`src/rtl/ram_port_arbiter.sv`:
```
// Two-requester arbiter that splits 32-bit word requests into four byte accesses on one 8-bit registered RAM port.
// Define RAM_ARB_ROUND_ROBIN_EN for round-robin arbitration; the default build uses fixed priority with m0 winning ties.
module ram_port_arbiter #(
   parameter int ADDR_W = 32,
   parameter int RAM_AW = 19
) (
   input  logic              clk,
   input  logic              rst,
   input  logic              m0_valid,
   output logic              m0_ready,
   input  logic              m0_we,
   input  logic [ADDR_W-1:0] m0_addr,
   input  logic [31:0]       m0_wdata,
   input  logic [3:0]        m0_wstrb,
   output logic              m0_rvalid,
   output logic [31:0]       m0_rdata,
   input  logic              m0_rready,
   input  logic              m1_valid,
   output logic              m1_ready,
   input  logic              m1_we,
   input  logic [ADDR_W-1:0] m1_addr,
   input  logic [31:0]       m1_wdata,
   input  logic [3:0]        m1_wstrb,
   output logic              m1_rvalid,
   output logic [31:0]       m1_rdata,
   input  logic              m1_rready,
   output logic              ram_en,
   output logic              ram_we,
   output logic [RAM_AW-1:0] ram_addr,
   output logic [7:0]        ram_wdata,
   input  logic [7:0]        ram_rdata,
   output logic              grant,
   output logic              busy
);

   typedef enum logic [1:0] {IDLE, XFER, DRAIN, RESP} state_t;

   state_t state_q, state_n;

   logic              we_q, we_n;
   logic [RAM_AW-1:0] base_q, base_n;
   logic [31:0]       wdata_q, wdata_n;
   logic [3:0]        wstrb_q, wstrb_n;
   logic [2:0]        cnt_q, cnt_n;
   logic [23:0]       rbuf_q, rbuf_n;

   logic              m0_ready_n, m1_ready_n, m0_rvalid_n, m1_rvalid_n;
   logic [31:0]       m0_rdata_n, m1_rdata_n;
   logic              ram_en_n, ram_we_n;
   logic [RAM_AW-1:0] ram_addr_n;
   logic [7:0]        ram_wdata_n;
   logic              grant_n, busy_n;

   logic              win;
   logic [ADDR_W-1:0] addr_sel;
   logic [31:0]       rdata_done;

   // Requester address bits [1:0] and those above the RAM width never reach the RAM.
   logic unused_addr_bits;
   assign unused_addr_bits = ^{m0_addr, m1_addr};

`ifdef RAM_ARB_ROUND_ROBIN_EN
   // Remembers the last winner; reset to 1 so m0 takes the first contested round.
   logic rr_last_q, rr_last_n;

   always_ff @(posedge clk or posedge rst) begin
      if (rst) rr_last_q <= 1'b1;
      else     rr_last_q <= rr_last_n;
   end

   always_comb begin
      if (m0_valid && m1_valid) win = ~rr_last_q;
      else                      win = m1_valid;
      rr_last_n = rr_last_q;
      if (state_q == IDLE && (m0_valid || m1_valid)) rr_last_n = win;
   end
`else
   always_comb begin
      win = ~m0_valid;
   end
`endif

   assign addr_sel = win ? m1_addr : m0_addr;

   // Every output is a flop; this block only computes their next values.
   always_ff @(posedge clk or posedge rst) begin
      if (rst) begin
         state_q   <= IDLE;
         we_q      <= 1'b0;
         base_q    <= '0;
         wdata_q   <= '0;
         wstrb_q   <= '0;
         cnt_q     <= '0;
         rbuf_q    <= '0;
         m0_ready  <= 1'b0;
         m1_ready  <= 1'b0;
         m0_rvalid <= 1'b0;
         m1_rvalid <= 1'b0;
         m0_rdata  <= '0;
         m1_rdata  <= '0;
         ram_en    <= 1'b0;
         ram_we    <= 1'b0;
         ram_addr  <= '0;
         ram_wdata <= '0;
         grant     <= 1'b0;
         busy      <= 1'b0;
      end else begin
         state_q   <= state_n;
         we_q      <= we_n;
         base_q    <= base_n;
         wdata_q   <= wdata_n;
         wstrb_q   <= wstrb_n;
         cnt_q     <= cnt_n;
         rbuf_q    <= rbuf_n;
         m0_ready  <= m0_ready_n;
         m1_ready  <= m1_ready_n;
         m0_rvalid <= m0_rvalid_n;
         m1_rvalid <= m1_rvalid_n;
         m0_rdata  <= m0_rdata_n;
         m1_rdata  <= m1_rdata_n;
         ram_en    <= ram_en_n;
         ram_we    <= ram_we_n;
         ram_addr  <= ram_addr_n;
         ram_wdata <= ram_wdata_n;
         grant     <= grant_n;
         busy      <= busy_n;
      end
   end

   assign rdata_done = we_q ? 32'h0 : {ram_rdata, rbuf_q};

   // cnt_q counts edges since grant: 0..3 drive byte cnt_q, and byte cnt_q-2 arrives from the RAM.
   always_comb begin
      state_n     = state_q;
      we_n        = we_q;
      base_n      = base_q;
      wdata_n     = wdata_q;
      wstrb_n     = wstrb_q;
      cnt_n       = cnt_q;
      rbuf_n      = rbuf_q;
      m0_ready_n  = 1'b0;
      m1_ready_n  = 1'b0;
      m0_rvalid_n = m0_rvalid;
      m1_rvalid_n = m1_rvalid;
      m0_rdata_n  = m0_rdata;
      m1_rdata_n  = m1_rdata;
      ram_en_n    = 1'b0;
      ram_we_n    = 1'b0;
      ram_addr_n  = ram_addr;
      ram_wdata_n = 8'h00;
      grant_n     = grant;

      if (state_q == XFER || state_q == DRAIN) begin
         case (cnt_q)
            3'd2:    rbuf_n[7:0]   = ram_rdata;
            3'd3:    rbuf_n[15:8]  = ram_rdata;
            3'd4:    rbuf_n[23:16] = ram_rdata;
            default: ;
         endcase
      end

      case (state_q)
         IDLE: begin
            if (m0_valid || m1_valid) begin
               grant_n    = win;
               m0_ready_n = ~win;
               m1_ready_n = win;
               we_n       = win ? m1_we : m0_we;
               wdata_n    = win ? m1_wdata : m0_wdata;
               wstrb_n    = win ? m1_wstrb : m0_wstrb;
               base_n     = {addr_sel[RAM_AW-1:2], 2'b00};
               cnt_n      = 3'd0;
               state_n    = XFER;
            end
         end
         XFER: begin
            ram_en_n    = 1'b1;
            ram_addr_n  = base_q + RAM_AW'(cnt_q[1:0]);
            ram_we_n    = we_q & wstrb_q[cnt_q[1:0]];
            ram_wdata_n = wdata_q[{cnt_q[1:0], 3'b000} +: 8];
            cnt_n       = cnt_q + 3'd1;
            if (cnt_q == 3'd3) begin
               if (we_q) begin
                  state_n = RESP;
                  if (grant) begin m1_rvalid_n = 1'b1; m1_rdata_n = 32'h0; end
                  else       begin m0_rvalid_n = 1'b1; m0_rdata_n = 32'h0; end
               end else begin
                  state_n = DRAIN;
               end
            end
         end
         DRAIN: begin
            cnt_n = cnt_q + 3'd1;
            if (cnt_q == 3'd5) begin
               state_n = RESP;
               if (grant) begin m1_rvalid_n = 1'b1; m1_rdata_n = rdata_done; end
               else       begin m0_rvalid_n = 1'b1; m0_rdata_n = rdata_done; end
            end
         end
         RESP: begin
            if (grant ? m1_rready : m0_rready) begin
               m0_rvalid_n = 1'b0;
               m1_rvalid_n = 1'b0;
               state_n     = IDLE;
            end
         end
         default: state_n = IDLE;
      endcase

      busy_n = (state_n != IDLE);
   end

endmodule

```
`config.mk`:
```
export PLATFORM = sky130hd
export DESIGN_NAME = ram_port_arbiter
export DESIGN_NICKNAME = d
export VERILOG_FILES = /design/src/rtl/ram_port_arbiter.sv
export SDC_FILE = /design/constraint.sdc
export NUM_CORES = 1
export LEC_CHECK = 0
export CORE_MARGIN = 2
export CORE_UTILIZATION = 42
export DETAILED_ROUTE_END_ITERATION = 12
export GPL_ROUTABILITY_DRIVEN = 0
export PLACE_DENSITY = 0.84
export SLEW_MARGIN = 20
export SYNTH_ARGS = -nofsm -noshare
export SYNTH_HDL_FRONTEND = slang
export SYNTH_SLANG_ARGS = --single-unit
export TNS_END_PERCENT = 50
```
`constraint.sdc`:
```
create_clock -name clk -period 6.1 [get_ports clk]
set_input_delay 1.22 -clock clk [delete_from_list [all_inputs] [get_ports clk]]
set_output_delay 1.22 -clock clk [all_outputs]
set_load 0.02 [all_outputs]
```
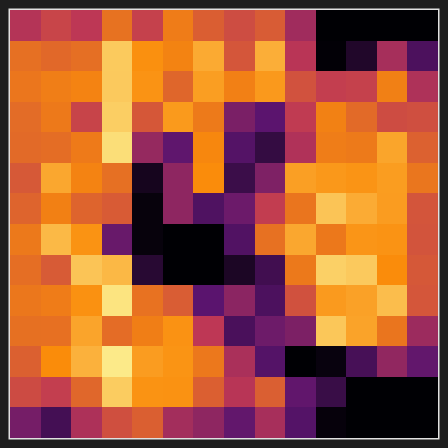
(images/density.png)
The die is cut into 14 by 14 equal tiles; black is low, pale yellow is high, 0 to 100% covered.
- mean over tiles: 53%
- fullest tile: 96%
- densest ninth of the die: east

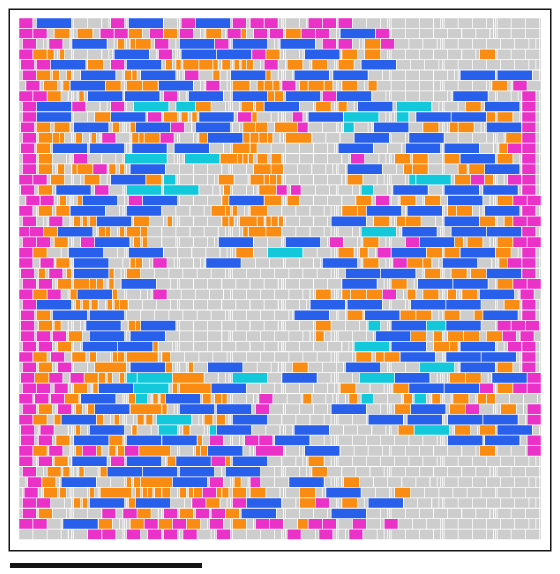
(images/cell_classes.png)
The bar under the picture is 50 um long. Fill, decap, tap and diode cells in gray.
- flops: blue (cells 182)
- clock drivers and dummy loads: cyan (cells 32)
- all other logic: orange (cells 384)
- other buffers and delay cells: magenta (cells 226)

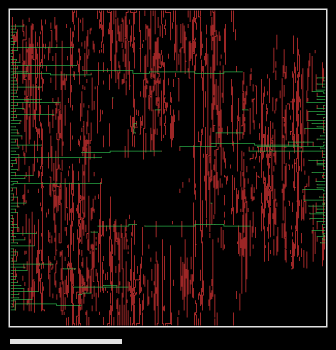
(images/metal_stack.png)
The bar under the picture is 50 um long. Two of the layers only.
- met2: red (wire length 8690 um)
- met3: green (wire length 1150 um)

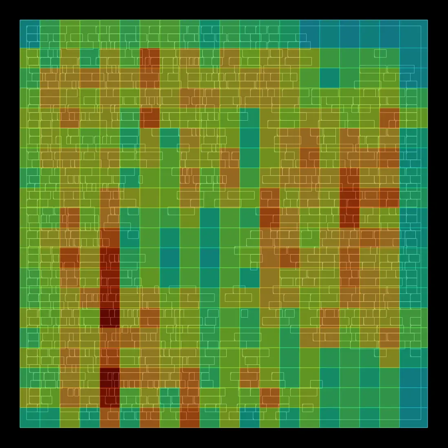
(images/final_congestion.png)
global-route met2 utilization: 31.1%
busiest grt layer: met2
final routed wire length divided by cell count: 16.5 um
GRT Util Overall: 18.6%

==> results.cfg <==
; physical design summary
[run_status]
status = complete, no violations

[clocking]
clock_tree_buffer_depth = 2
postCtsSetupBuffers = 0
cts-resized-gates = 0
clock-sinks = 182
cts_tree = done
clock_tree.root_cell = clkbuf_16
cts_made_buffers = 17
worstSkewPairLatency_ps = 420
cts_h_tree_depth = 4
clk_pin_slew_worst_paths_ps = 70
hold_buffers = 0

[logic_synthesis]
ys_area_mm2 = 0.00786
ys_cells = 602
syn-mean-instance-area_um2 = 13.1
flop_cell = dfrtp_1
synth-warning-count = 0
most_common_cell = dfrtp_1
synth-seq-cells = 182
enable_flop_cells = 0
synthArstFlopShare_pct = 100
synth.yosys.seq_area_share_pct = 58.0
area_of_the_mapped_netlist_mm2 = 0.00786
postSynthCellCount = 602
largest_area_cell = dfrtp_1
post-synth-top-area-fraction_pct = 58.0
yosys.cell_types.count = 35
synthesized_nets = 764
synthTopCellsByArea = dfrtp_1 (58%), mux2_2 (15%), mux2i_1 (7.3%)
most_common_library_cells_after_synthesis = dfrtp_1 (182), mux2_2 (104), nand2_1 (63)

[layout]
diodes = 0
n_fill_cell = 1521
num-nets-final = 973
layout-area-overhead-vs-synth_pct = 37.7
post_route_cells_drive_above_1_share_pct = 19.1
final_cell_count_no_fill = 1058
multi_input_comb_area_mm2 = 0.00310
final_area_mm2 = 0.0108
area.sequential_mm2 = 0.00455

[timing]
max_slew_margin_pct = 37.1
tightestPinTransition_ps = 944
max_clock_freq_mhz = 329
totalNegativeSetupSlack_ps = 0
grt_setup_unrepaired = no
worst_clock_skew_ps = 8.34
hold_violations = 0
final.hold.worst_slack_ps = 473
finalCriticalPeriod_ps = 3040
final_min_period_over_clock_period_pct = 49.8
report.final.setup_viol = 0
maxSlewViolCount = 0

[placement]
place.detailed.instances = 1026
post_dp_cell_area_mm2 = 0.0102
port_buffers = 220
place.detailed.hpwl_um = 12300

[worst_setup_path]
worst-setup-path-type = in -> reg
rrSetupSlack_ps = 3270
setup.worst_path.end_class = flop
worst-endpoint-arrival_ps = 3300
setup.worst_path.start = m0_valid
critical_path_required_ps = 6360
start_kind = input port
regToRegStartpoint = cnt_q[0]
critical_path_peak_fanout = 108

[die]
fp_util_pct = 42.4
ios = 251
die-height_um = 141
chip_area_mm2 = 0.0198
std_cell_rows = 50
core_mm2 = 0.0185
fp.dieW_um = 141

[detailed_routing]
first_pass_iters = 5
drc_errors_left = 0
drt-initial-drc-count = 218
post_detailed_route_via_to_cell_ratio = 5.03
wirelength_um = 17500
drt_antenna_net_count = 0
routed-via-count = 5326

[run]
max_cap_viol_count = 0
log.warning_count = 67

[hold_path]
timing.hold.worst.class = reg -> reg
hold_path.startpoint = base_q[14]

[power]
powerDensity_mw_per_mm2 = 403
totalPowerFinal_mw = 4.36
peakVddDrop_mv = 0.211
power_leakage_nw = 4.87

[global_routing]
grt_start_max_net_pins = 116
wire_length_of_the_first_global_routing_pass_um = 28500
globalRoute.totalOverflow = 0
first_global_vias = 5442
grt_antenna_before_repair = 0
-- path summary, 6_finish.rpt --
path,to,cells after the start
max reg2reg,m1_rdata[5],7
min in group asynchronous,ram_wdata[2],2
min reg2reg,base_q[14],2
min,base_q[14],2
max,wdata_q[11],5
max in group asynchronous,ram_addr[2],3
-- worst max-delay path, cell delays in order --
cell and delay (ps):
buf_4 680, or3b_1 390, nand2_4 510, nand2_1 280, o21ai_0 130
-- cell usage in the layout, fill, tap and decap left out, drive strengths merged --
cell type	count
a21oi	7
a221oi	1
a22o	1
a22oi	1
a311o	1
a311oi	1
a31oi	2
a32o	1
and2	43
buf	7
bufinv	1
clkbuf	20
clkdlybuf4s50	219
clkinv	6
clkinvlp	3
dfrtp	182
ha	10
inv	9
mux2	108
mux2i	57
mux4	8
nand2	64
nand3	3
nor2	4
nor2b	1
nor3	2
nor3b	1
o21a	1
o21ai	57
or2	2
or3b	1
-- registers in the layout, indices dropped and copies added, names as in the netlist, 2 cells and up --
name,count
ram_addr,19
m1_rdata,32
wdata_q,32
state_q,2
rbuf_q,24
m0_rdata,32
cnt_q,3
base_q,17
ram_wdata,8
wstrb_q,4
-- metrics by stage --
step / utilization (%) / setup WS, ps
3_3_place_gp: 55.3 / 2750
3_5_place_dp: 55.3 / 2660
5_1_grt: 58.4 / 2840
2_1_floorplan: - / 2540
4_1_cts: 58.4 / 3090
6_report: 58.4 / 3060
-- per-layer routing --
layer	vias to the layer above	global-route usage (%)	share of wire [%]
met1	2614	24.2	43
met2	186	31.1	50
li1	2514	-	-
met3	12	5.30	6.6
met5	-	0	0
met4	0	4.26	0.82
-- cell families after synthesis --
family	count (synthesis)	synth area share [%]
AOI/OAI and AO/OA	73	5.02
adders and majority gates	10	1.59
buffers and inverters	43	2.71
DFF	182	58.0
muxes	173	25.0
and+or+nand+nor	121	7.68
-- layout make-up --
class,instances,share of cell area (%)
sequential,182,42.1
multi-input combinational,377,28.7
timing repair buffer,226,20.9
clock buffer,20,4.31
tap,234,2.71
clock inverter,12,1.08
inverter,7,0.278
-- power by group --
part | internal [mW] | leakage, nW | switching (mW) | total [mW]
registers | 1.59 | 2.33 | 0.230 | 1.82
logic | 0.738 | 2.25 | 0.731 | 1.47
clock network | 0.600 | 0.283 | 0.468 | 1.07
total | 2.93 | 4.87 | 1.43 | 4.36
Power is estimated from default activity; no workload was simulated.
